`config.mk`:
```
export PLATFORM = sky130hd
export DESIGN_NAME = ram_rdarb_ctl
export DESIGN_NICKNAME = d
export VERILOG_FILES = /design/src/rtl/ram_rdarb_ctl.sv
export SDC_FILE = /design/constraint.sdc
export NUM_CORES = 1
export LEC_CHECK = 0
export ABC_AREA = 1
export CAP_MARGIN = 25
export CORE_MARGIN = 8
export CORE_UTILIZATION = 27
export CTS_BUF_LIST = sky130_fd_sc_hd__clkbuf_16
export DETAILED_ROUTE_END_ITERATION = 10
export GPL_TIMING_DRIVEN = 0
export PLACE_DENSITY = 0.83
export SLEW_MARGIN = 20
export SYNTH_ARGS = -nofsm -noshare
export SYNTH_HDL_FRONTEND = slang
export SYNTH_SLANG_ARGS = --single-unit
```
`constraint.sdc`:
```
create_clock -name clk -period 1.8 [get_ports clk]
set_input_delay 0.18 -clock clk [delete_from_list [all_inputs] [get_ports clk]]
set_output_delay 0.18 -clock clk [all_outputs]
set_load 0.05 [all_outputs]
```
`src/rtl/ram_rdarb_ctl.sv`:
```
`default_nettype none
// ============================================================================
// Module   : ram_rdarb_ctl
// Purpose  : Access controller for one dual-port block RAM with a registered,
//            1-cycle-latency read port. After reset it zero-fills the RAM
//            (when INIT_EN=1). It then grants one write requester and
//            round-robin arbitrates two read clients onto the read port.
//            Read data is returned with a one-cycle valid strobe.
// Ports    : clk, rst                   - clock, synchronous active-high reset
//            wr_req/wr_addr/wr_data     - write request (held until wr_ack)
//            wr_ack                     - write accepted this cycle
//            rdN_req/rdN_addr (N=0,1)   - read requests (held until rdN_ack)
//            rdN_ack/rdN_vld/rdN_data   - grant, return strobe, return data
//            init_done                  - clear sweep finished, running
//            ram_wa/ram_we/ram_di       - RAM write port
//            ram_ra/ram_re/ram_do       - RAM read port (ram_do registered)
//            ram_test/ram_mask          - RAM test/mask, tied inactive
// Revision : 1.0 - initial release
// ============================================================================
module ram_rdarb_ctl #(
    parameter int ADDRBIT = 9,
    parameter int DEPTH   = 512,
    parameter int WIDTH   = 32,
    parameter int INIT_EN = 1
) (
    input  logic               clk,
    input  logic               rst,
    input  logic               wr_req,
    input  logic [ADDRBIT-1:0] wr_addr,
    input  logic [WIDTH-1:0]   wr_data,
    output logic               wr_ack,
    input  logic               rd0_req,
    input  logic [ADDRBIT-1:0] rd0_addr,
    output logic               rd0_ack,
    output logic               rd0_vld,
    output logic [WIDTH-1:0]   rd0_data,
    input  logic               rd1_req,
    input  logic [ADDRBIT-1:0] rd1_addr,
    output logic               rd1_ack,
    output logic               rd1_vld,
    output logic [WIDTH-1:0]   rd1_data,
    output logic               init_done,
    output logic [ADDRBIT-1:0] ram_wa,
    output logic               ram_we,
    output logic [WIDTH-1:0]   ram_di,
    output logic [ADDRBIT-1:0] ram_ra,
    output logic               ram_re,
    input  logic [WIDTH-1:0]   ram_do,
    output logic               ram_test,
    output logic               ram_mask
);

    localparam logic [0:0]         c_ST_INIT = 1'b0;
    localparam logic [0:0]         c_ST_RUN  = 1'b1;
    localparam logic [ADDRBIT-1:0] c_LAST    = ADDRBIT'(DEPTH - 1);

    logic [0:0]         r_state;
    logic [0:0]         w_nstate;
    logic [ADDRBIT-1:0] r_cnt;
    logic               r_ptr;    // 0 = client 0 wins a tie, 1 = client 1
    logic               r_vld0;
    logic               r_vld1;

    logic               w_run;
    logic               w_sel1;   // client 1 is the arbitration winner
    logic               w_rgnt;   // a read is granted this cycle
    logic [ADDRBIT-1:0] w_sel_addr;

    // ------------------------------------------------------------------
    // State register and sequential bookkeeping
    // ------------------------------------------------------------------
    always_ff @(posedge clk) begin
        if (rst) begin
            r_state <= c_ST_INIT;
            r_cnt   <= '0;
            r_ptr   <= 1'b0;
            r_vld0  <= 1'b0;
            r_vld1  <= 1'b0;
        end else begin
            r_state <= w_nstate;
            if (r_state == c_ST_INIT) begin
                r_cnt <= r_cnt + 1'b1;
            end
            // Pointer hands priority to the client that was not just served.
            if (w_rgnt) begin
                r_ptr <= ~w_sel1;
            end
            r_vld0 <= w_rgnt & ~w_sel1;
            r_vld1 <= w_rgnt &  w_sel1;
        end
    end

    // ------------------------------------------------------------------
    // Next-state logic
    // ------------------------------------------------------------------
    always_comb begin
        w_nstate = r_state;
        case (r_state)
            c_ST_INIT: begin
                if (INIT_EN == 0) begin
                    w_nstate = c_ST_RUN;
                end else if (r_cnt == c_LAST) begin
                    w_nstate = c_ST_RUN;
                end
            end
            default: w_nstate = c_ST_RUN;
        endcase
    end

    // ------------------------------------------------------------------
    // Output logic. Every grant is masked by rst so that a reset cycle
    // drops pending acks and hides a return that is already in flight.
    // ------------------------------------------------------------------
    always_comb begin
        w_run      = (r_state == c_ST_RUN) && !rst;
        w_sel1     = rd1_req && (!rd0_req || r_ptr);
        w_sel_addr = w_sel1 ? rd1_addr : rd0_addr;
        // The RAM's read-during-write result is undefined, so a read that
        // hits the address being written this cycle waits one cycle. The
        // pointer is left alone because no grant is made.
        w_rgnt     = w_run && (rd0_req || rd1_req)
                     && !(wr_req && (w_sel_addr == wr_addr));

        wr_ack    = w_run && wr_req;
        rd0_ack   = w_rgnt && !w_sel1;
        rd1_ack   = w_rgnt &&  w_sel1;
        rd0_vld   = r_vld0 && !rst;
        rd1_vld   = r_vld1 && !rst;
        rd0_data  = ram_do;
        rd1_data  = ram_do;
        init_done = w_run;

        ram_we = 1'b0;
        ram_wa = wr_addr;
        ram_di = wr_data;
        if (r_state == c_ST_INIT) begin
            ram_we = (INIT_EN != 0) && !rst;
            ram_wa = r_cnt;
            ram_di = '0;
        end else begin
            ram_we = wr_ack;
        end

        ram_re   = w_rgnt;
        ram_ra   = w_sel_addr;
        ram_test = 1'b0;
        ram_mask = 1'b0;
    end

endmodule
`default_nettype wire

```
**Run 1: pin placement**

(4 px per um) Pins as bars across the die edge, other pins in grey.
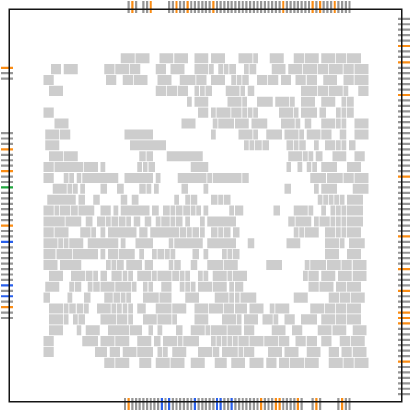
colour	port	pins	direction	edge
green	rd0_vld	1	output	left
orange	rd1_data	32	output	11 right, 9 top, 7 bottom, 5 left
blue	wr_addr	9	input	6 bottom, 3 left

**Run 1: clock routing**

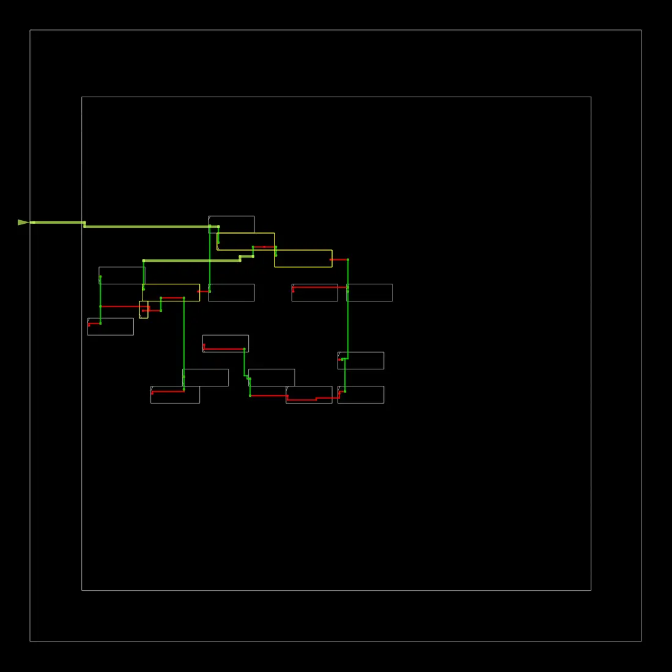
clock group total power: 0.410 mW
clk sink count: 13
number of CTS-inserted buffers: 3
clock latency reported for the late side of the worst-skew pair: 240 ps
largest clock skew in the final design: 2.50 ps

==> impl_metrics.csv, run 1 <==
group,metric,value,unit
outcome,outcome,"finished, violations left",
cts,htree_num_levels,1,
die,floorplan.io_pins,220,
placement,pre_cts_ws,-1010,ps
final_layout,comb_share,22.7,%
cts,tritoncts,"yes",
placement,placedCellCount,585,
pwr,comb_cell_power,0.946,mW
pwr,fin_total_pwr,1.66,mW
worst_hold_path,hold-path-cell-count,2,
final_layout,n_multi_input_combinational_cell,168,
final_layout,final_common_cell,"sky130_fd_sc_hd__clkdlybuf4s50_1",
worst_hold_path,worstHoldStart,"rst",
final_layout,seq_cells,13,
sta,finalSetupViolations,3,
pwr,pg_seq,0.300,mW
routing,routed_wl,8.63,mm
die,initial_utilization,28.1,%
grt,grt_antenna_before_repair,0,
setup_path,critical_path.endpoint_type,"output pin",
grt,grt.total_usage,17.4,%
pwr,powerDensity,422,nW/um^2
synthesis,ys_top_cells_by_count,"sky130_fd_sc_hd__nand2_1 (89), sky130_fd_sc_hd__buf_4 (66), sky130_fd_sc_hd__inv_1 (66)",
synthesis,synth_top_cell_by_count,"sky130_fd_sc_hd__nand2_1",
die,core-area,6420,um^2
die,die-area,9550,um^2
sta,max_freq,504,MHz
sta,worst_hold_slack,381,ps
outcome,violations,"negative setup slack",
sta,timing.final.ws_setup,-186,ps
synthesis,netlist_top_cells_area,"sky130_fd_sc_hd__buf_4 (27%), sky130_fd_sc_hd__nand2_1 (19%), sky130_fd_sc_hd__dfxtp_1 (14%)",
sta,sum_of_negative_setup_slack,-517,ps
worst_hold_path,timing.hold.worst_endpoint,"r_state",
final_layout,fin_util,61.2,%
pwr,ir_drop,0.480,mV
pwr,netSwitchingPower,0.667,mW
**Run 1: gate-type map**

(4 px per um)
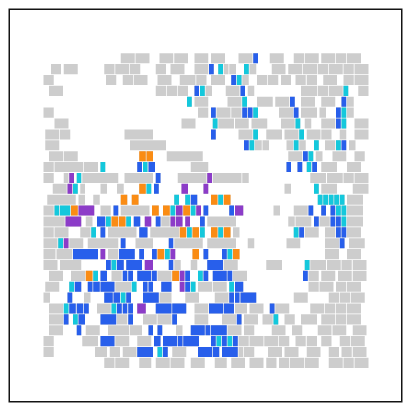
colour	family	cells
purple	nor cells	21
orange	aoi and oai cells	22
blue	nand cells	120
cyan	inv cells	67

**Run 1: routed metal, one colour a layer**

(3 px per um) Two of the layers only.
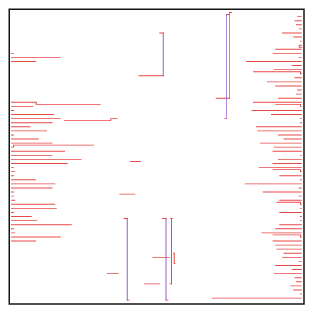
colour	layer	wire length
red	metal 3	930 um
purple	metal 4	154 um

## run 1: cell families (layout without fill, tap and decap cells)
| kind of cell | count (synthesis) | in the layout | synth area share (%) |
|---|---|---|---|
| fa+ha+maj | 2 | 2 | 1.39 |
| flops | 13 | 13 | 14.4 |
| simple gates | 142 | 142 | 33.1 |
| other cells | 1 | 2 | 0.208 |
| compound gates | 22 | 22 | 6.10 |
| buf+inv | 143 | 336 | 44.8 |
## run 1: state kept, by name, summed over array words and instances, names as in the netlist
name / cells
r_state: 1
r_vld0: 1
r_cnt: 9
r_vld1: 1
r_ptr: 1
## run 1: what timing repair did
item	CTS	global route
pin swaps	5	2
cloned	1	0
endpoints found under the setup margin	56	42
gates resized	178	46
buffers inserted	3	1
## Run 2: what changed since run 1
--- a/config.mk
+++ b/config.mk
@@ -7,12 +7,12 @@
 export LEC_CHECK = 0
 export ABC_AREA = 1
 export CAP_MARGIN = 25
-export CORE_MARGIN = 8
-export CORE_UTILIZATION = 27
+export CORE_AREA = 2 2 85 87
 export CTS_BUF_LIST = sky130_fd_sc_hd__clkbuf_16
 export DETAILED_ROUTE_END_ITERATION = 10
-export GPL_TIMING_DRIVEN = 0
-export PLACE_DENSITY = 0.83
+export DIE_AREA = 0 0 87 89
+export GPL_TIMING_DRIVEN = 1
+export PLACE_DENSITY = 0.81
 export SLEW_MARGIN = 20
 export SYNTH_ARGS = -nofsm -noshare
 export SYNTH_HDL_FRONTEND = slang
**Run 2: pin placement**

(4 px per um) Pins as bars across the die edge, other pins in grey.
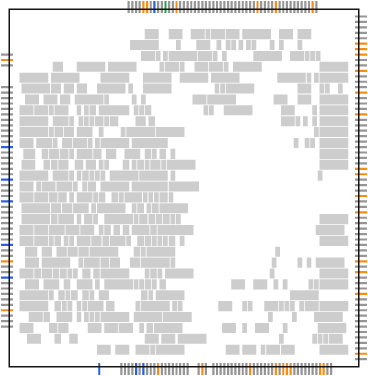
colour	port	pins	direction	edge
green	rd0_vld	1	output	top
blue	wr_addr	9	input	5 left, 3 bottom, 1 top
orange	rd1_data	32	output	14 right, 9 bottom, 6 top, 3 left
all pins by edge	64 right, 56 bottom, 52 top, 48 left

==> impl_metrics.csv, run 2 <==
group,metric,value,unit
pwr,powerDensity,352,nW/um^2
cts,clock-sinks,13,
pwr,fin_total_pwr,1.29,mW
pwr,pg_seq,0.300,mW
synthesis,synth_top_cell_by_count,"sky130_fd_sc_hd__nand2_1",
final_layout,final_common_cell,"sky130_fd_sc_hd__nand2_1",
cts,htree_num_levels,1,
cts,tritoncts,"yes",
grt,grt.total_usage,16.6,%
sta,timing.final.ws_setup,-210,ps
synthesis,yosys.area_share.adder,1.39,%
outcome,violations,"negative setup slack",
synthesis,logic_family,"buffers and inverters",
pwr,netSwitchingPower,0.397,mW
sta,sum_of_negative_setup_slack,-576,ps
die,core-area,6720,um^2
sta,worst_hold_slack,360,ps
final_layout,largest_register,"r_cnt",
sta,finalSetupViolations,3,
cts,cts_resized,25,
synthesis,netlist_top_cells_area,"sky130_fd_sc_hd__buf_4 (27%), sky130_fd_sc_hd__nand2_1 (19%), sky130_fd_sc_hd__dfxtp_1 (14%)",
final_layout,largest_register_ff_count,9,
worst_hold_path,timing.hold.worst_endpoint,"rd0_data[24]",
pwr,ir_drop,0.270,mV
synthesis,yosys.area_share.simple,33.1,%
routing,routed_wl,6.50,mm
die,die-area,7740,um^2
cts,cts_inserted_buffers,3,
synthesis,ys_top_cells_by_count,"sky130_fd_sc_hd__nand2_1 (89), sky130_fd_sc_hd__buf_4 (66), sky130_fd_sc_hd__inv_1 (66)",
grt,grt_antenna_before_repair,0,
pwr,clockNetworkPower,0.417,mW
final_layout,fin_util,54.4,%
die,initial_utilization,26.9,%
pwr,comb_cell_power,0.571,mW
sta,clock-skew-final,4.12,ps
outcome,outcome,"finished, violations left",
setup_path,r2r_cells,15,
placement,placedCellCount,470,
synthesis,post_synth_xor_area_fraction,0,%
[run 2: cell counts after synthesis]
No cell type changed its count.
[run 2: worst max-delay path by stage]
stage                       start   endpoint  slack, ps  cells after the start
after CTS                   r_ptr    rd0_ack       -210                     14
after global placement    rd0_req    rd0_ack       -420                     13
final                       r_ptr    rd0_ack       -210                     14
after detailed placement  rd0_req    rd0_ack       -540                     13
after global routing        r_ptr    rd0_ack       -290                     13
after floorplan           r_state  ram_wa[1]       -100                      3
[run 2: layout make-up]
class | count | area, um^2
Inverter | 67 | 258
Clock buffer | 3 | 75.1
Fill cell | 571 | 3070
Sequential cell | 13 | 263
Timing Repair Buffer | 149 | 2030
Clock inverter | 1 | 3.75
Tap cell | 80 | 100
Multi-Input combinational cell | 170 | 923
## Run 3: what changed since run 2
--- a/config.mk
+++ b/config.mk
@@ -13,7 +13,6 @@
 export DIE_AREA = 0 0 87 89
 export GPL_TIMING_DRIVEN = 1
 export PLACE_DENSITY = 0.81
-export SLEW_MARGIN = 20
 export SYNTH_ARGS = -nofsm -noshare
 export SYNTH_HDL_FRONTEND = slang
 export SYNTH_SLANG_ARGS = --single-unit
**Run 3: gate-type map**

(4 px per um)
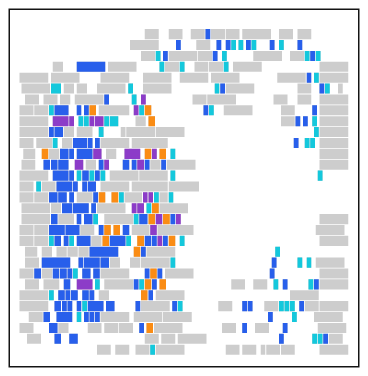
colour	family	cells
cyan	inv cells	67
blue	nand cells	122
purple	nor cells	21
orange	aoi and oai cells	22

==> impl_metrics.csv, run 3 <==
group,metric,value,unit
pwr,comb_cell_power,0.571,mW
synthesis,logic_family,"buffers and inverters",
placement,placedCellCount,470,
final_layout,largest_register_ff_count,9,
synthesis,ys_top_cells_by_count,"sky130_fd_sc_hd__nand2_1 (89), sky130_fd_sc_hd__buf_4 (66), sky130_fd_sc_hd__inv_1 (66)",
final_layout,final_common_cell,"sky130_fd_sc_hd__nand2_1",
synthesis,yosys.area_share.simple,33.1,%
sta,finalSetupViolations,3,
die,floorplan.io_pins,220,
sta,timing.final.ws_setup,-210,ps
outcome,outcome,"finished, violations left",
sta,sum_of_negative_setup_slack,-576,ps
setup_path,startpoint,"r_ptr",
cts,htree_num_levels,1,
synthesis,synth_top_cell_by_count,"sky130_fd_sc_hd__nand2_1",
sta,clock-skew-final,4.12,ps
pwr,clockNetworkPower,0.417,mW
die,initial_utilization,26.9,%
worst_hold_path,worstHoldStart,"ram_do[24]",
cts,clock-sinks,13,
pwr,pg_seq,0.300,mW
cts,worstSkewPairLatency,240,ps
pwr,ir_drop,0.270,mV
sta,max_freq,498,MHz
setup_path,critical_path.endpoint_type,"output pin",
synthesis,post_synth_xor_area_fraction,0,%
cts,tritoncts,"yes",
synthesis,netlist_top_cells_area,"sky130_fd_sc_hd__buf_4 (27%), sky130_fd_sc_hd__nand2_1 (19%), sky130_fd_sc_hd__dfxtp_1 (14%)",
final_layout,fin_util,54.4,%
outcome,violations,"negative setup slack",
synthesis,mux_area_share,0,%
pwr,powerDensity,352,nW/um^2
pwr,fin_total_pwr,1.29,mW
==> run 3: layout make-up <==
type / instances / area [um^2]
well taps: 80 / 100
multi-input cells: 170 / 923
inverters: 67 / 258
clock inverters: 1 / 3.75
clock buffers: 3 / 75.1
repair buffers: 149 / 2030
fillers: 571 / 3070
flip-flops and latches: 13 / 263
==> run 3: final timing paths <==
| path | slack (ps) | depth (start not counted) | end |
|---|---|---|---|
| worst max-delay path | -210 | 14 | rd0_ack |
| worst min-delay path | 360 | 0 | rd0_data[24] |
| worst max register to register | 100 | 15 | r_ptr |
| worst min register to register | 490 | 2 | r_cnt[7] |
==> run 3: cell families (layout without fill, tap and decap cells) <==
group / count (synthesis) / after routing
other cells: 1 / 2
simple gates: 142 / 144
compound gates: 22 / 22
buf+inv: 143 / 220
fa+ha+maj: 2 / 2
flops: 13 / 13
Power figures rest on the tool's default switching activity, not on a simulated workload.
